<file path="src/rtl/local_inj_ctrl_pkg.sv">
// Shared definitions for the local injection/ejection port controller:
// flit geometry and the starvation FSM state encoding.
package local_inj_ctrl_pkg;

    localparam int DATA_WIDTH = 16;
    localparam int VALID_POS  = 15;

    typedef enum logic [1:0] {
        ST_IDLE   = 2'd0,
        ST_WAIT   = 2'd1,
        ST_STARVE = 2'd2
    } inj_state_e;

endpackage

</file>
<file path="src/rtl/local_inj_ctrl_fifo.sv">
// Synchronous injection FIFO with wrap-bit pointers, registered occupancy and
// a zeroed head output while empty.
module local_inj_ctrl_fifo #(
    parameter int W     = 16,
    parameter int DEPTH = 4,
    localparam int AW   = $clog2(DEPTH)
) (
    input  logic          clk,
    input  logic          rst_n,
    input  logic          push_i,
    input  logic [W-1:0]  wdata_i,
    input  logic          pop_i,
    output logic [W-1:0]  rdata_o,
    output logic          full_o,
    output logic          empty_o,
    output logic [AW:0]   occ_o,
    output logic [AW:0]   occ_next_o
);

    logic [AW:0]  wr_ptr_q, wr_ptr_d;
    logic [AW:0]  rd_ptr_q, rd_ptr_d;
    logic [AW:0]  count_q, count_d;
    logic [W-1:0] mem_q [DEPTH];
    logic         push_ok, pop_ok;

    assign full_o  = (count_q == (AW+1)'(DEPTH));
    assign empty_o = (count_q == '0);
    assign push_ok = push_i && !full_o;
    assign pop_ok  = pop_i && !empty_o;

    always_comb begin
        wr_ptr_d = wr_ptr_q + {{AW{1'b0}}, push_ok};
        rd_ptr_d = rd_ptr_q + {{AW{1'b0}}, pop_ok};
        count_d  = count_q + {{AW{1'b0}}, push_ok} - {{AW{1'b0}}, pop_ok};
    end

    always_ff @(posedge clk or negedge rst_n) begin
        if (!rst_n) begin
            wr_ptr_q <= '0;
            rd_ptr_q <= '0;
            count_q  <= '0;
        end else begin
            wr_ptr_q <= wr_ptr_d;
            rd_ptr_q <= rd_ptr_d;
            count_q  <= count_d;
        end
    end

    // Storage needs no reset: an entry is only observable once occupancy covers it.
    always_ff @(posedge clk) begin
        if (push_ok) mem_q[wr_ptr_q[AW-1:0]] <= wdata_i;
    end

    assign rdata_o    = empty_o ? '0 : mem_q[rd_ptr_q[AW-1:0]];
    assign occ_o      = count_q;
    assign occ_next_o = count_d;

endmodule

</file>
<file path="src/rtl/local_inj_ctrl.sv">
// Local port sequencer: injection FIFO feeding port 4 of the inject/eject stage,
// starvation detection with a registered throttle request, and the eject register.
module local_inj_ctrl
    import local_inj_ctrl_pkg::*;
#(
    parameter int DATA_WIDTH = local_inj_ctrl_pkg::DATA_WIDTH,
    parameter int VALID_POS  = local_inj_ctrl_pkg::VALID_POS,
    parameter int DEPTH      = 4,
    parameter int STARVE_TH  = 8,
    parameter int CNT_W      = 4,
    localparam int AW        = $clog2(DEPTH)
) (
    input  logic                  clk,
    input  logic                  rst_n,
    input  logic [DATA_WIDTH-1:0] ni_flit_i,
    input  logic                  ni_valid_i,
    output logic                  ni_ready_o,
    output logic [DATA_WIDTH-1:0] inj_flit_o,
    input  logic                  inj_grant_i,
    input  logic                  merge_local_i,
    input  logic [DATA_WIDTH-1:0] eject_flit_i,
    output logic [DATA_WIDTH-1:0] ej_flit_o,
    output logic                  ej_valid_o,
    output logic                  starve_o,
    output logic [AW:0]           occupancy_o,
    output inj_state_e            dbg_state_o
);

    inj_state_e            state_q, state_d;
    logic [CNT_W-1:0]      cnt_q, cnt_d;
    logic                  starve_q, starve_d;
    logic [DATA_WIDTH-1:0] ej_flit_q, ej_flit_d;
    logic                  ej_valid_q, ej_valid_d;
    logic                  full, empty, pop;
    logic [AW:0]           occ_next;

    function automatic logic [CNT_W-1:0] sat_inc(input logic [CNT_W-1:0] v);
        return (&v) ? v : v + CNT_W'(1);
    endfunction

    assign pop = !empty && (inj_grant_i || merge_local_i);

    local_inj_ctrl_fifo #(.W(DATA_WIDTH), .DEPTH(DEPTH)) u_fifo (
        .clk        (clk),
        .rst_n      (rst_n),
        .push_i     (ni_valid_i),
        .wdata_i    (ni_flit_i),
        .pop_i      (pop),
        .rdata_o    (inj_flit_o),
        .full_o     (full),
        .empty_o    (empty),
        .occ_o      (occupancy_o),
        .occ_next_o (occ_next)
    );

    // The wait count starts on the cycle after the head first appears (IDLE lag)
    // or after a pop, so the two starvation latencies differ by one edge.
    always_comb begin
        state_d = state_q;
        cnt_d   = cnt_q;
        case (state_q)
            ST_IDLE: begin
                if (!empty) begin
                    state_d = (occ_next == '0) ? ST_IDLE : ST_WAIT;
                    cnt_d   = '0;
                end
            end
            ST_WAIT, ST_STARVE: begin
                if (pop) begin
                    cnt_d   = '0;
                    state_d = (occ_next == '0) ? ST_IDLE : ST_WAIT;
                end else if (!empty) begin
                    if (state_q == ST_WAIT && cnt_q == CNT_W'(STARVE_TH - 1)) state_d = ST_STARVE;
                    cnt_d = sat_inc(cnt_q);
                end
            end
            default: begin
                state_d = ST_IDLE;
                cnt_d   = '0;
            end
        endcase
        starve_d   = (state_d == ST_STARVE);
        ej_flit_d  = eject_flit_i;
        ej_valid_d = eject_flit_i[VALID_POS];
    end

    always_ff @(posedge clk or negedge rst_n) begin
        if (!rst_n) begin
            state_q    <= ST_IDLE;
            cnt_q      <= '0;
            starve_q   <= 1'b0;
            ej_flit_q  <= '0;
            ej_valid_q <= 1'b0;
        end else begin
            state_q    <= state_d;
            cnt_q      <= cnt_d;
            starve_q   <= starve_d;
            ej_flit_q  <= ej_flit_d;
            ej_valid_q <= ej_valid_d;
        end
    end

    assign ni_ready_o  = !full;
    assign starve_o    = starve_q;
    assign ej_flit_o   = ej_flit_q;
    assign ej_valid_o  = ej_valid_q;
    assign dbg_state_o = state_q;

endmodule

</file>
<file path="config.mk">
export PLATFORM = sky130hd
export DESIGN_NAME = local_inj_ctrl
export DESIGN_NICKNAME = d
export VERILOG_FILES = /design/src/rtl/local_inj_ctrl_pkg.sv /design/src/rtl/local_inj_ctrl_fifo.sv /design/src/rtl/local_inj_ctrl.sv
export SDC_FILE = /design/constraint.sdc
export NUM_CORES = 1
export LEC_CHECK = 0
export CORE_MARGIN = 2
export CORE_UTILIZATION = 54
export DETAILED_ROUTE_END_ITERATION = 8
export GPL_TIMING_DRIVEN = 0
export PLACE_DENSITY = 0.84
export SYNTH_ARGS = -nofsm -noshare
export SYNTH_HDL_FRONTEND = slang
export SYNTH_SLANG_ARGS = --single-unit
</file>
<file path="constraint.sdc">
create_clock -name clk -period 4.5 [get_ports clk]
set_clock_uncertainty 0.05 [all_clocks]
set_input_delay 1.125 -clock clk [delete_from_list [all_inputs] [get_ports clk]]
set_output_delay 1.125 -clock clk [all_outputs]
set_load 0.05 [all_outputs]
</file>
==> flow_summary.toml, run 1 <==
# synthesis and place-and-route metrics
[outcome]
status = "finished, final reports clean"

[finish]
lay_top_cells = "clkdlybuf4s50_1, edfxtp_1, dfrtp_1"
clock_area_frac = 0.0439
stdcell_area_um2 = 4790

[run]
maxCapViolCount = 0
warnings = 28

[logic_synthesis]
yosys-top-cells-area = "edfxtp_1, dfrtp_1, mux4_2, and2_1, ha_1"
netlist.top_cell.by_area = "edfxtp_1"
synth-seq-cells = 94
fp_nets = 244
synth_area_um2 = 3680
synth-edff-count = 64
ys_seq_frac = 0.727
topCombFamilyByArea = "multiplexers"
ys_async_sr_fraction = 0.319
yosys_warnings = 0

[drt]
drt-total-wl_mm = 6.65
wl_met1_mm = 2.64
avgRoutedWirePerCell_um = 17.9

[critical_path]
r2r-end = "dbg_state_o[0]$_DFF_PN0_"
cpMostUsedCell = "buf_6"
cp.arrival_ns = 2.53
path_max_fanout = 10
worstReg2RegStart = "u_fifo.occ_o[0]$_DFF_PN0_"
cp-start-kind = "flop"

[place]
dp_hpwl_mm = 4.49

[grt]
grt.overflow.total = 0
grt_usage = 0.189

[clock_network]
htreeDepth = 3
cts_root_buf = "clkbuf_8"

[pwr]
power_frac_seq = 0.357

[hold_path]
holdPathStages = 1

[final_timing]
period_needed_ns = 3.70
-- run 1: power groups by stage --
stage	clock [mW]	combinational, mW	sequential, mW
final	0.560	1.59	1.19
after global routing	0.601	1.69	1.21
after CTS	0.576	1.61	1.19
after detailed placement	0	1.60	1.21
after global placement	0	1.55	1.20
after floorplan	0	1.03	1.28
-- run 1: logic make-up (layout without fill, tap and decap cells) --
family	after synthesis	in the layout
fa+ha+maj	9	9
xor+xnor	3	3
simple gates	43	43
flops	94	94
buf+inv	15	109
compound gates	18	18
mux	16	16
-- run 1: Yosys cell counts (all sizes together), types with 3 or more instances --
library cell   n
and2          16
mux4          16
nor3           3
a21oi          4
buf            6
o21ai          4
nor2           7
ha             8
dfrtp         30
edfxtp        64
inv            8
nand2          6
==> run_1/power_grid.png <==
Bar = 20 µm. Pins as bars on the die edge. Tap cells in grey.
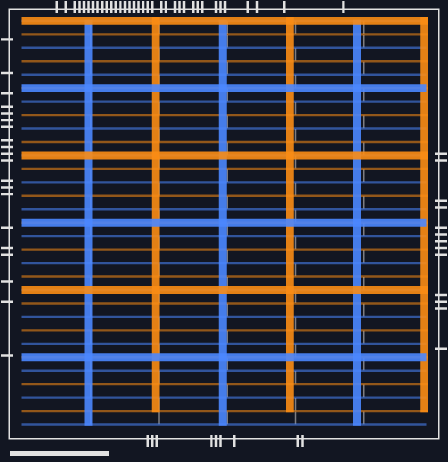
| net | colour |
|---|---|
| VSS | blue |
| VDD | orange |
met1 rails: 31
met4 straps: 6
maximum vdd ir drop: 0.358 mV
vertical die size: 86.5 µm
core area: 6680 µm²
chip width: 86.5 µm

==> run_1/placement_by_type.png <==
Bar = 20 µm.
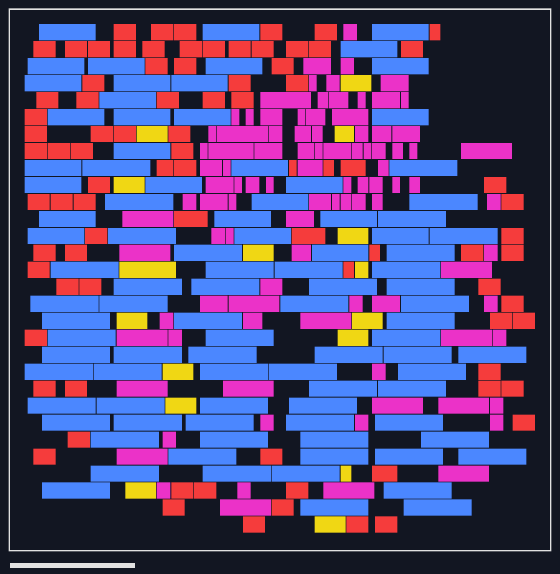
| class | colour | cells | share of their area |
|---|---|---|---|
| clock drivers and dummy loads | yellow | 16 | 4.5% |
| other buffers and delay cells | red | 85 | 18% |
| combinational and other logic | magenta | 97 | 21% |
| flops | blue | 94 | 57% |

==> run_1/clk_routes.png <==
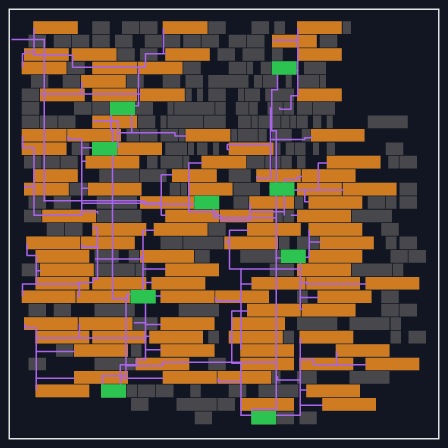
[flip-flops] orange | count: 94
[clock wires] purple | length: 965 µm
[clock drivers] green | count: 9
flops lie: spread over the die
routed clock nets: 10
clk_lat worst skew: 0.36 ns
clock share of power: 0.167
Power Clock: 560 µW

==> run_1/placement.png <==
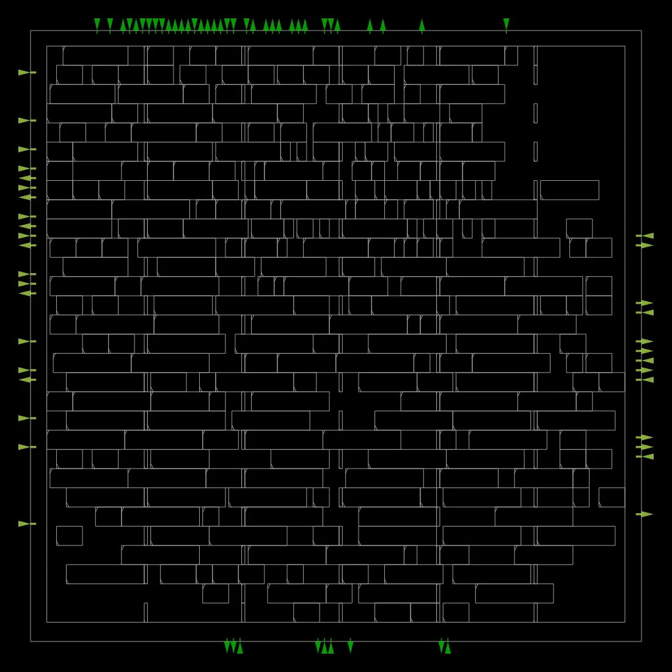

--- run 2 (diff from run 1) ---
- CORE_UTILIZATION: 54 -> 50
- PLACE_DENSITY: 0.84 -> 0.78
- clock period: 4.5 -> 3.7 ns (I/O delays scaled with it)
==> run_2/placement.png <==
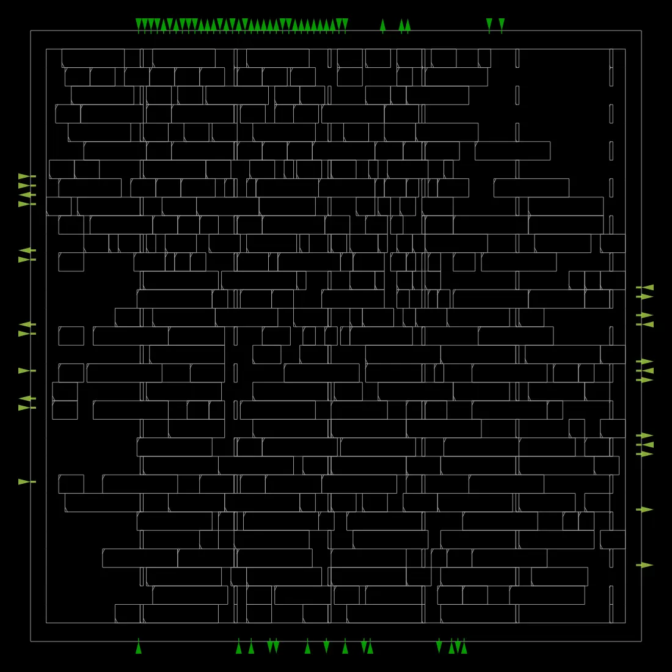
flip-flops: 94
tap cell count: 99
# rows: 31

==> run_2/power_grid.png <==
Bar = 20 µm. Pins as bars on the die edge. Tap cells in grey.
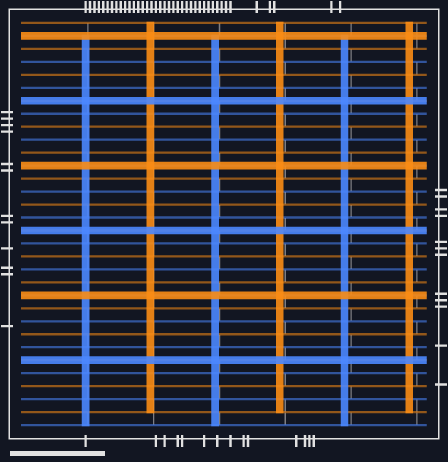
| net | colour |
|---|---|
| VDD | orange |
| VSS | blue |
met4 straps: 6
rows: 31
maximum vdd ir drop: 0.467 mV
vertical die size: 89.8 µm

==> flow_summary.toml, run 2 <==
# synthesis and place-and-route metrics
[critical_path]
r2r-end = "dbg_state_o[0]$_DFF_PN0_"
cpMostUsedCell = "buf_6"
worstReg2RegStart = "u_fifo.occ_o[0]$_DFF_PN0_"
cp-start-kind = "flop"
cp.arrival_ns = 2.47
path_max_fanout = 10

[logic_synthesis]
topCombFamilyByArea = "multiplexers"
ys_async_sr_fraction = 0.319
synth-edff-count = 64
yosys-top-cells-area = "edfxtp_1, dfrtp_1, mux4_2, and2_1, ha_1"
common_cells = "edfxtp_1, dfrtp_1, and2_1, mux4_2"
yosys.cell_count.top_type = "edfxtp_1"
synth-seq-cells = 94
yosys_warnings = 0
netlist.top_cell.by_area = "edfxtp_1"
ys_seq_frac = 0.727

[grt]
grt_usage = 0.178

[outcome]
status = "finished, final reports clean"

[drt]
drt-total-wl_mm = 6.49
avgRoutedWirePerCell_um = 16.6

[die]
die_w_um = 89.8
core_um2 = 7180

[final_timing]
period_needed_ns = 3.45

[hold_path]
holdPathStages = 1

[run]
warnings = 28
maxCapViolCount = 0

[clock_network]
clk_latency_ns = 0.36
htreeDepth = 3
cts_root_buf = "clkbuf_8"

[finish]
lay_top_cells = "clkdlybuf4s50_1, edfxtp_1, dfrtp_1"

[place]
dp_hpwl_mm = 4.52
==> run_2/placement_by_type.png <==
Bar = 20 µm.
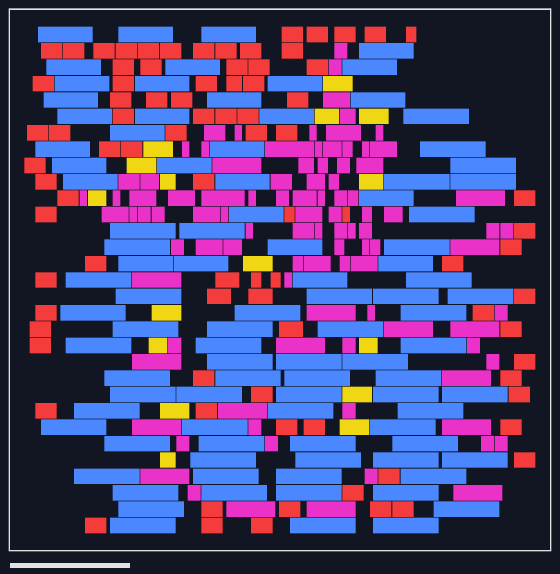
| class | colour | cells | share of their area |
|---|---|---|---|
| combinational and other logic | magenta | 97 | 21% |
| flops | blue | 94 | 57% |
| clock drivers and dummy loads | yellow | 16 | 4.0% |
| other buffers and delay cells | red | 85 | 18% |

[run 2: cell counts after synthesis]
Identical to the previous run, type by type.
[run 2: power breakdown]
group | internal (mW) | leakage [nW] | switching, mW
logic | 0.765 | 0.691 | 1.15
clock network | 0.259 | 0.0903 | 0.378
registers | 1.35 | 0.948 | 0.0976
total | 2.37 | 1.73 | 1.63
[run 2: cell type report]
class,instances,share of cell area
Timing Repair Buffer,78,0.163
Clock inverter,7,0.0134
Inverter,8,0.00628
Clock buffer,9,0.0259
Buffer,7,0.0102
Multi-Input combinational cell,89,0.196
Tap cell,99,0.0259
Sequential cell,94,0.559
[run 2: per-stage QoR]
step / hold WS, ns / cells
after floorplan: 0.421 / 198
after global placement: 0.442 / 373
after detailed placement: 0.451 / 375
after CTS: 0.463 / 391
after global routing: 0.498 / 391
final: 0.457 / 391
==> run_2/wires.png <==
Bar = 20 µm. Only two layers are drawn.
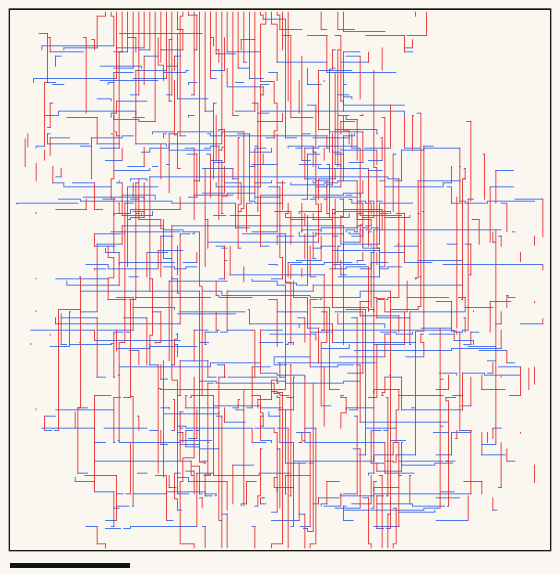

--- run 3 (diff from run 2) ---
- CORE_UTILIZATION: 50 -> 53
- CTS_BUF_LIST: unset -> sky130_fd_sc_hd__clkbuf_4
- PLACE_DENSITY: 0.78 -> 0.82
==> run_3/wires.png <==
Bar = 20 µm. Only two layers are drawn.
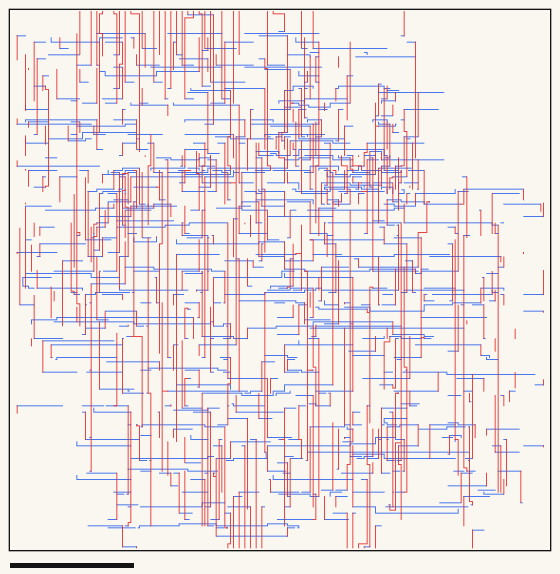
| layer | colour | wire length |
|---|---|---|
| metal 1 | blue | 2680 µm |
| metal 2 | red | 3370 µm |
WL final: 6.46 mm
Vias: 2037
Total GRT Usage: 0.178

==> run_3/placement.png <==
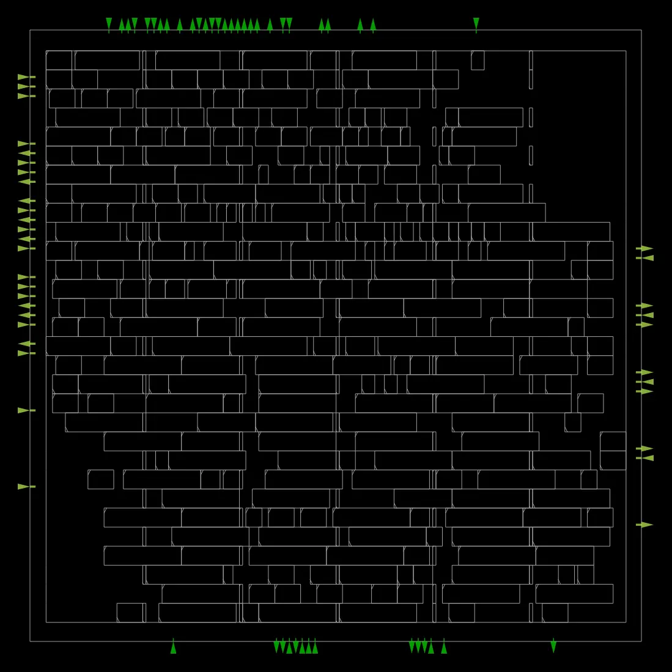
Finished Layout Cells: 372
flop share of the area: 0.564
# rows: 30

==> run_3/power_grid.png <==
Bar = 20 µm. Pins as bars on the die edge. Tap cells in grey.
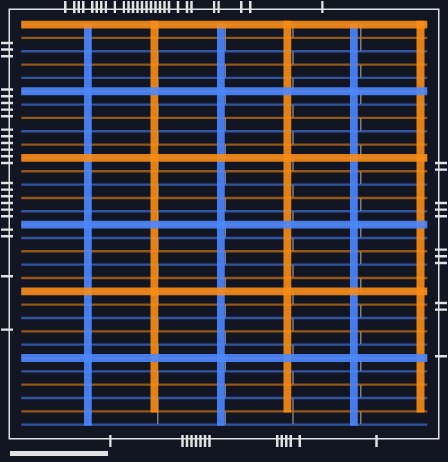
| net | colour |
|---|---|
| VDD | orange |
| VSS | blue |
signal pins: 77
rows: 30
met5 straps: 6
met4 straps: 6
tap cells: 80
maximum vdd ir drop: 0.608 mV
chip width: 87.3 µm
vertical die size: 87.3 µm

==> flow_summary.toml, run 3 <==
# synthesis and place-and-route metrics
[outcome]
status = "finished, final reports clean"

[finish]
clock_area_frac = 0.0341
comb-cell-share = 0.198
buffer_area_frac = 0.176
lay_top_cells = "clkdlybuf4s50_1, edfxtp_1, dfrtp_1"
stdcell_area_um2 = 4740

[pwr]
power.group.top = "combinational cells"
p_seq_mw = 1.45
switchingPower_mw = 1.59
p_int_mw = 2.40
pg_comb_mw = 1.93
combPwrFrac = 0.484
power_frac_clock = 0.153
power_frac_seq = 0.363
powerClk_uw = 611

[logic_synthesis]
synth-seq-cells = 94
netlist.top_cell.by_area = "edfxtp_1"
common_cells = "edfxtp_1, dfrtp_1, and2_1, mux4_2"
fp_nets = 244
synth_area_um2 = 3680
yosys.cell_count.top_type = "edfxtp_1"
synth-edff-count = 64
ys_async_sr_fraction = 0.319
topCombFamilyByArea = "multiplexers"
yosys-top-cells-area = "edfxtp_1, dfrtp_1, mux4_2, and2_1, ha_1"

[final_timing]
holdWs_ns = 0.454
period_needed_ns = 3.51

[grt]
grt.overflow.total = 0

[clock_network]
htreeDepth = 3
cts_root_buf = "clkbuf_4"

[die]
core_um2 = 6760

[critical_path]
path_max_fanout = 10
cp-start-kind = "flop"
worstReg2RegStart = "u_fifo.occ_o[1]$_DFF_PN0_"
-- run 3: worst max path at each step --
stage                                             from                       endpoint  slack (ns)
after floorplan              u_fifo.occ_o[0]$_DFF_PN0_   u_fifo.mem_q[1][0]$_DFFE_PP_        0.64
after global placement                      ni_valid_i  u_fifo.mem_q[1][11]$_DFFE_PP_       -0.27
after detailed placement                 merge_local_i       dbg_state_o[0]$_DFF_PN0_        0.30
after CTS                 u_fifo.rd_ptr_q[0]$_DFF_PN0_                  inj_flit_o[5]        0.13
after global routing         u_fifo.occ_o[1]$_DFF_PN0_                  inj_flit_o[9]        0.03
final                     u_fifo.rd_ptr_q[0]$_DFF_PN0_                  inj_flit_o[5]        0.19
No activity file was given, so power comes from the tool's default toggle rates.
